--- src/rtl/tdm_demux.sv ---
// Purpose: serial TDM receiver; splits NCH slots of W bits per frame onto parallel channel outputs.
// Latency: a slot word appears on DOUT with its VALID strobe one cycle after the edge that samples its LSB.
// Backpressure: none; consumers must take DOUT while VALID is high or keep their own copy.
module tdm_demux #(
    parameter int NCH = 4,
    parameter int W   = 8
) (
    input  logic               CLK,
    input  logic               RST_N,
    input  logic               DIN,
    input  logic               FS,
    output logic [NCH*W-1:0]   DOUT,
    output logic [NCH-1:0]     VALID,
    output logic               FRAME_DONE,
    output logic               SYNC_ERR,
    output logic               LOCKED
);

    localparam int BCW = (W   > 1) ? $clog2(W)   : 1;
    localparam int SCW = (NCH > 1) ? $clog2(NCH) : 1;

    localparam logic [BCW-1:0] BC_LAST = BCW'(W - 1);
    localparam logic [SCW-1:0] SC_LAST = SCW'(NCH - 1);

    localparam logic [0:0] ST_HUNT = 1'b0;
    localparam logic [0:0] ST_RECV = 1'b1;

    logic [0:0]     state;
    logic [W-2:0]   shreg;
    logic [BCW-1:0] bc;
    logic [SCW-1:0] sc;

    logic [W-1:0]   word;
    logic           recv;
    logic           frame_chk;
    logic           frame_lost;
    logic           early_fs;
    logic           word_done;

    assign word = {shreg, DIN};
    assign recv = (state == ST_RECV);

    // bc==0 && sc==0 only occurs in RECV right after a frame wrapped, so FS is mandatory there.
    assign frame_chk  = recv && (bc == '0) && (sc == '0);
    assign frame_lost = frame_chk && !FS;
    assign early_fs   = recv && !frame_chk && FS;

    // A realigning FS on the LSB edge swallows the word, hence the !FS term.
    assign word_done  = recv && !frame_chk && !FS && (bc == BC_LAST);

    assign LOCKED = recv;

    always_ff @(posedge CLK or negedge RST_N) begin
        if (!RST_N) begin
            state <= ST_HUNT;
            shreg <= '0;
            bc    <= '0;
            sc    <= '0;
        end else if (FS) begin
            state <= ST_RECV;
            shreg <= word[W-2:0];
            bc    <= BCW'(1);
            sc    <= '0;
        end else if (frame_lost) begin
            state <= ST_HUNT;
            bc    <= '0;
            sc    <= '0;
        end else if (recv) begin
            shreg <= word[W-2:0];
            if (word_done) begin
                bc <= '0;
                sc <= (sc == SC_LAST) ? '0 : sc + SCW'(1);
            end else begin
                bc <= bc + BCW'(1);
            end
        end
    end

    always_ff @(posedge CLK or negedge RST_N) begin
        if (!RST_N) begin
            VALID      <= '0;
            FRAME_DONE <= 1'b0;
            SYNC_ERR   <= 1'b0;
        end else begin
            VALID      <= word_done ? (NCH'(1) << sc) : '0;
            FRAME_DONE <= word_done && (sc == SC_LAST);
            SYNC_ERR   <= frame_lost || early_fs;
        end
    end

    always_ff @(posedge CLK or negedge RST_N) begin
        if (!RST_N) begin
            DOUT <= '0;
        end else if (word_done) begin
            for (int k = 0; k < NCH; k++) begin
                if (sc == SCW'(k)) begin
                    DOUT[k*W +: W] <= word;
                end
            end
        end
    end

endmodule

--- config.mk ---
export PLATFORM = sky130hd
export DESIGN_NAME = tdm_demux
export DESIGN_NICKNAME = d
export VERILOG_FILES = /design/src/rtl/tdm_demux.sv
export SDC_FILE = /design/constraint.sdc
export NUM_CORES = 1
export LEC_CHECK = 0
export CAP_MARGIN = 10
export CORE_MARGIN = 1
export CORE_UTILIZATION = 47
export CTS_CLUSTER_DIAMETER = 50
export DETAILED_ROUTE_END_ITERATION = 8
export GPL_TIMING_DRIVEN = 0
export PLACE_DENSITY = 0.75
export SETUP_SLACK_MARGIN = 0.5
export SLEW_MARGIN = 5
export SYNTH_ARGS = -nofsm -noshare
export SYNTH_HDL_FRONTEND = slang
export SYNTH_SLANG_ARGS = --single-unit
--- constraint.sdc ---
create_clock -name CLK -period 2.6 [get_ports CLK]
set_input_delay 0.52 -clock CLK [delete_from_list [all_inputs] [get_ports CLK]]
set_output_delay 0.52 -clock CLK [all_outputs]
set_load 0.02 [all_outputs]
run_1/final_placement.png
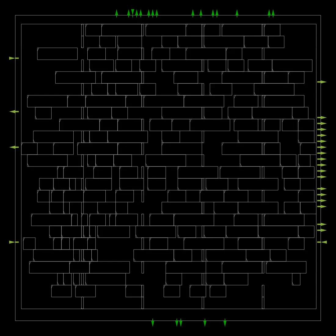
Rows: 24
Post-Route Utilization: 0.625
tap cells: 52
non-filler instance count after layout: 238
core outline area: 4410 µm²

run_1/registers.png
Scale bar: 20 µm. Other sequential cells in the stronger gray, the rest of the logic in the fainter gray.
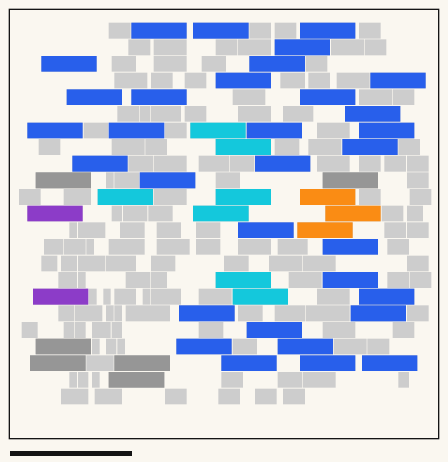
cyan -> shreg  # flops 7, where middle
orange -> VALID  # flops 3
blue -> DOUT  # flops 32, where spread over the die
purple -> sc  # flops 2

==> impl_metrics.csv, run 1 <==
group,metric,value,unit
timing,drv_slew,0,
timing,finalClockSkew,0.00713,ns
routing,wirelength_met1,1760,µm
routing,drc,0,
run,warnings,30,
routing,vias,1241,
clock_tree,clock-sinks,50,
synthesis,logic_family,"multiplexers",
synthesis,netlist_area,2170,µm²
clock_tree,post-cts-setup-buffers,0,
timing,finalHoldViolCount,0,
synthesis,ys_seq_frac,0.575,
final_layout,num-multi-input-gates,71,
timing,slew_headroom,0.790,
pwr,p_leak,1.27,nW
grt,met2_usage,0.274,
grt,grt_use_total,0.174,
timing,tightest_slew,0.316,ns
synthesis,syn-num-nets,147,
timing,holdWs,0.0978,ns
run_status,outcome,"finished, final reports clean",
clock_tree,clock_path_buffers,2,
critical_path,worst_setup_path_start_kind,"register",
final_layout,buffer_area_frac,0.179,
synthesis,yosys_warnings,0,
routing,drt_pass1_iterations,4,
synthesis,synth-simple-area-share,0.0552,
synthesis,synthFlopType,"dfrtp_1",
final_layout,seq_area,1250,µm²
final_layout,layout.nets,196,
final_layout,buffers_excl_clock,49,
clock_tree,clk_latency,0.30,ns
run,cap_violations,0,
die,initCoreUtil,0.493,
placement,portBuffers,41,
grt,use_met1,0.235,
final_layout,final_cell_area,2760,µm²
placement,gp_congestion,0.833,
routing,routed_wirelength,3780,µm
final_layout,nFlopsAndLatches,50,
grt,antenna_found_initial,0,
run_1/pdn.png
Scale bar: 20 µm. Pins as bars on the die edge. Tap cells in gray.
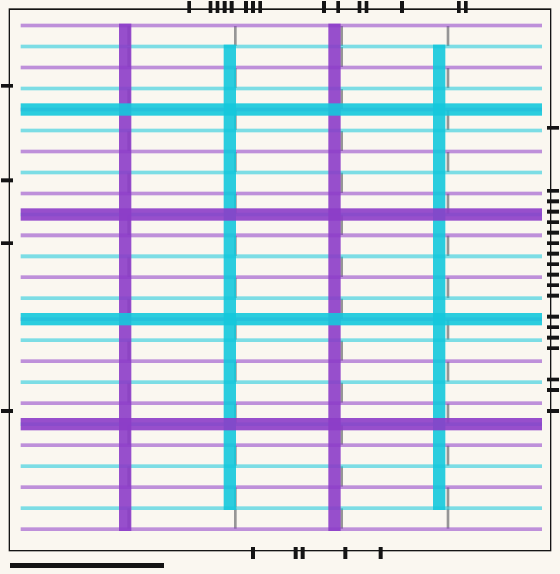
cyan -> VDD
purple -> VSS
met4 straps = 4
signal pins = 43
met1 rails = 25
rows = 24
tap cells = 52

==> run 1: state kept, by name (all words and copies together), names as in the netlist <==
signal      cells
DOUT           32
VALID           3
shreg           7
sc              2
LOCKED          1
bc              3
FRAME_DONE      1
SYNC_ERR        1
==> run 1: where the power goes <==
part,switching [mW],internal [mW]
clock,0.250,0.214
combinational,0.254,0.270
sequential,0.121,0.903
total,0.625,1.39
==> run 1: worst paths after layout <==
kind	start	to	slack [ns]
max	FRAME_DONE	VALID[3]	0.74
min	RST_N	DOUT[15]	0.1
max reg2reg	bc[0]	DOUT[1]	0.75
min reg2reg	DOUT[3]	DOUT[3]	0.52
max in group asynchronous	RST_N	shreg[1]	2.01
min in group CLK	FS	bc[1]	0.48
## Run 2: what changed since run 1
--- a/config.mk
+++ b/config.mk
@@ -7,11 +7,11 @@
 export LEC_CHECK = 0
 export CAP_MARGIN = 10
 export CORE_MARGIN = 1
-export CORE_UTILIZATION = 47
+export CORE_UTILIZATION = 46
 export CTS_CLUSTER_DIAMETER = 50
 export DETAILED_ROUTE_END_ITERATION = 8
 export GPL_TIMING_DRIVEN = 0
-export PLACE_DENSITY = 0.75
+export PLACE_DENSITY = 0.76
 export SETUP_SLACK_MARGIN = 0.5
 export SLEW_MARGIN = 5
 export SYNTH_ARGS = -nofsm -noshare
==> constraint.sdc (replaced) <==
create_clock -name CLK -period 1.65 [get_ports CLK]
set_input_delay 0.33 -clock CLK [delete_from_list [all_inputs] [get_ports CLK]]
set_output_delay 0.33 -clock CLK [all_outputs]
set_load 0.02 [all_outputs]
run_2/pdn.png
Scale bar: 20 µm. Pins as bars on the die edge. Tap cells in gray.
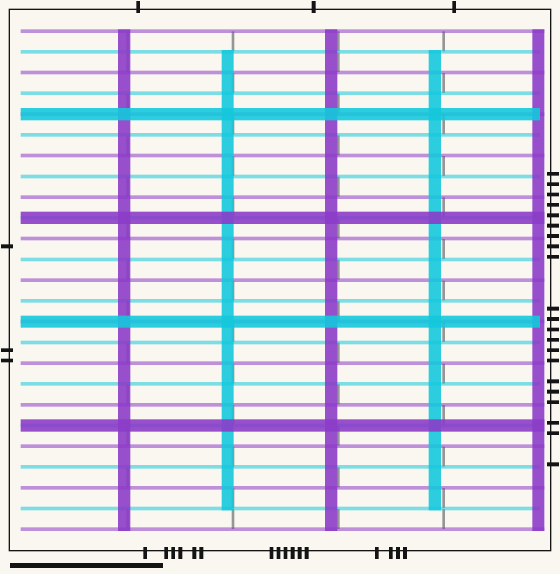
cyan -> VDD
purple -> VSS
met4 straps = 5
met1 rails = 25

run_2/port_nets.png
Scale bar: 20 µm.
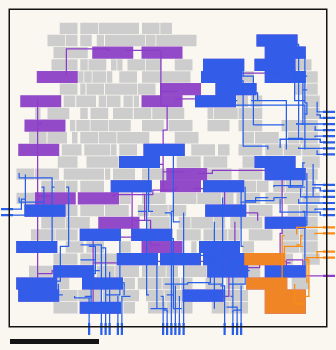
purple -> RST_N  # bits 1, direction input, edge right, end cells 50, buffers 2, wire 384 µm
orange -> VALID  # bits 4, direction output, edge right, end cells 4, buffers 5, wire 60.2 µm
blue -> DOUT  # bits 32, direction output, edge 16 bottom, 14 right, 2 left, end cells 32, buffers 32, wire 810 µm
I/O pins: 43
PortBufs: 41

run_2/registers.png
Scale bar: 20 µm. Other sequential cells in the stronger gray, the rest of the logic in the fainter gray.
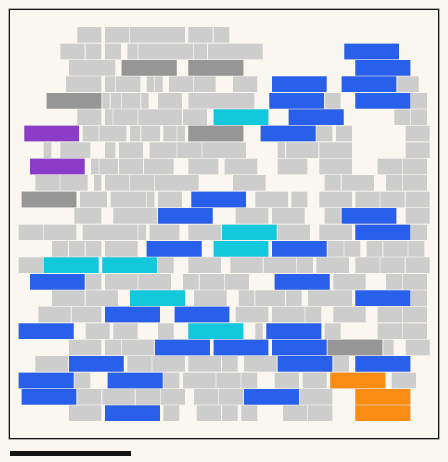
blue -> DOUT  # flops 32, where spread over the die
cyan -> shreg  # flops 7
purple -> sc  # flops 2
orange -> VALID  # flops 3
not colored = 6

==> impl_metrics.csv, run 2 <==
group,metric,value,unit
die,tap_cells,52,
critical_path,crit_start,"bc[0]",
synthesis,synthFlopType,"dfrtp_1",
critical_path,r2r-start,"bc[0]",
timing,holdWs,-0.000991,ns
final_layout,regMostFlops,"DOUT",
pwr,swShare,0.309,
timing,finalClockSkew,0.00462,ns
run,cap_violations,0,
pwr,p_leak,1.72,nW
timing,fin_ws,-0.0805,ns
routing,drt_pass1_iterations,6,
pwr,seq_power_share,0.428,
timing,setup_viol,40,
grt,antenna_found_initial,0,
critical_path,reg2reg_slack,-0.08,ns
routing,vias,1486,
routing,drc,10,
synthesis,ys_seq_frac,0.575,
die,initCoreUtil,0.489,
grt,use_met1,0.260,
die,core_area,4440,µm²
pwr,intPower,2.71,mW
final_layout,final_cell_area,3430,µm²
die,row_count,24,
routing,wirelength_met1,2220,µm
pwr,combPwrFrac,0.358,
timing,slew_headroom,0.649,
synthesis,syn-num-nets,147,
pwr,maxPowerGroup,"sequential cells",
run_status,outcome,"finished, violations left",
clock_tree,post-cts-setup-buffers,34,
run,warnings,33,
grt,grt_use_total,0.214,
final_layout,final_cells,290,
final_layout,buffers_excl_clock,101,
run_status,violations,"design-rule violations, negative hold slack, negative setup slack",
final_layout,layout.nets,248,
final_layout,seq_area,1250,µm²
final_layout,num-multi-input-gates,71,
synthesis,netlist_area,2170,µm²
synthesis,yosys_warnings,0,
timing,finalHoldViolCount,2,
## run 2: cell families (layout without fill, tap and decap cells)
logic type                 count (synthesis)  after routing  synth area share
DFF                                       50             50             0.575
muxes                                     39             39             0.243
buffers and inverters                     15            117            0.0454
and+or+nand+nor                           14             14            0.0552
AOI/OAI and AO/OA                         11             11            0.0403
adders and majority gates                  7              7            0.0403
## run 2: worst min-delay path by stage
stage,start,to,slack [ns],cells after the start
after floorplan,RST_N,DOUT[0],0.03,0
after global placement,DOUT[5],DOUT[5],0.49,1
after detailed placement,RST_N,VALID[2],0.33,1
after CTS,RST_N,DOUT[22],0.004,1
after global routing,RST_N,VALID[2],0.04,1
final,RST_N,VALID[2],-0.001,1
Power figures rest on the tool's default switching activity, not on a simulated workload.
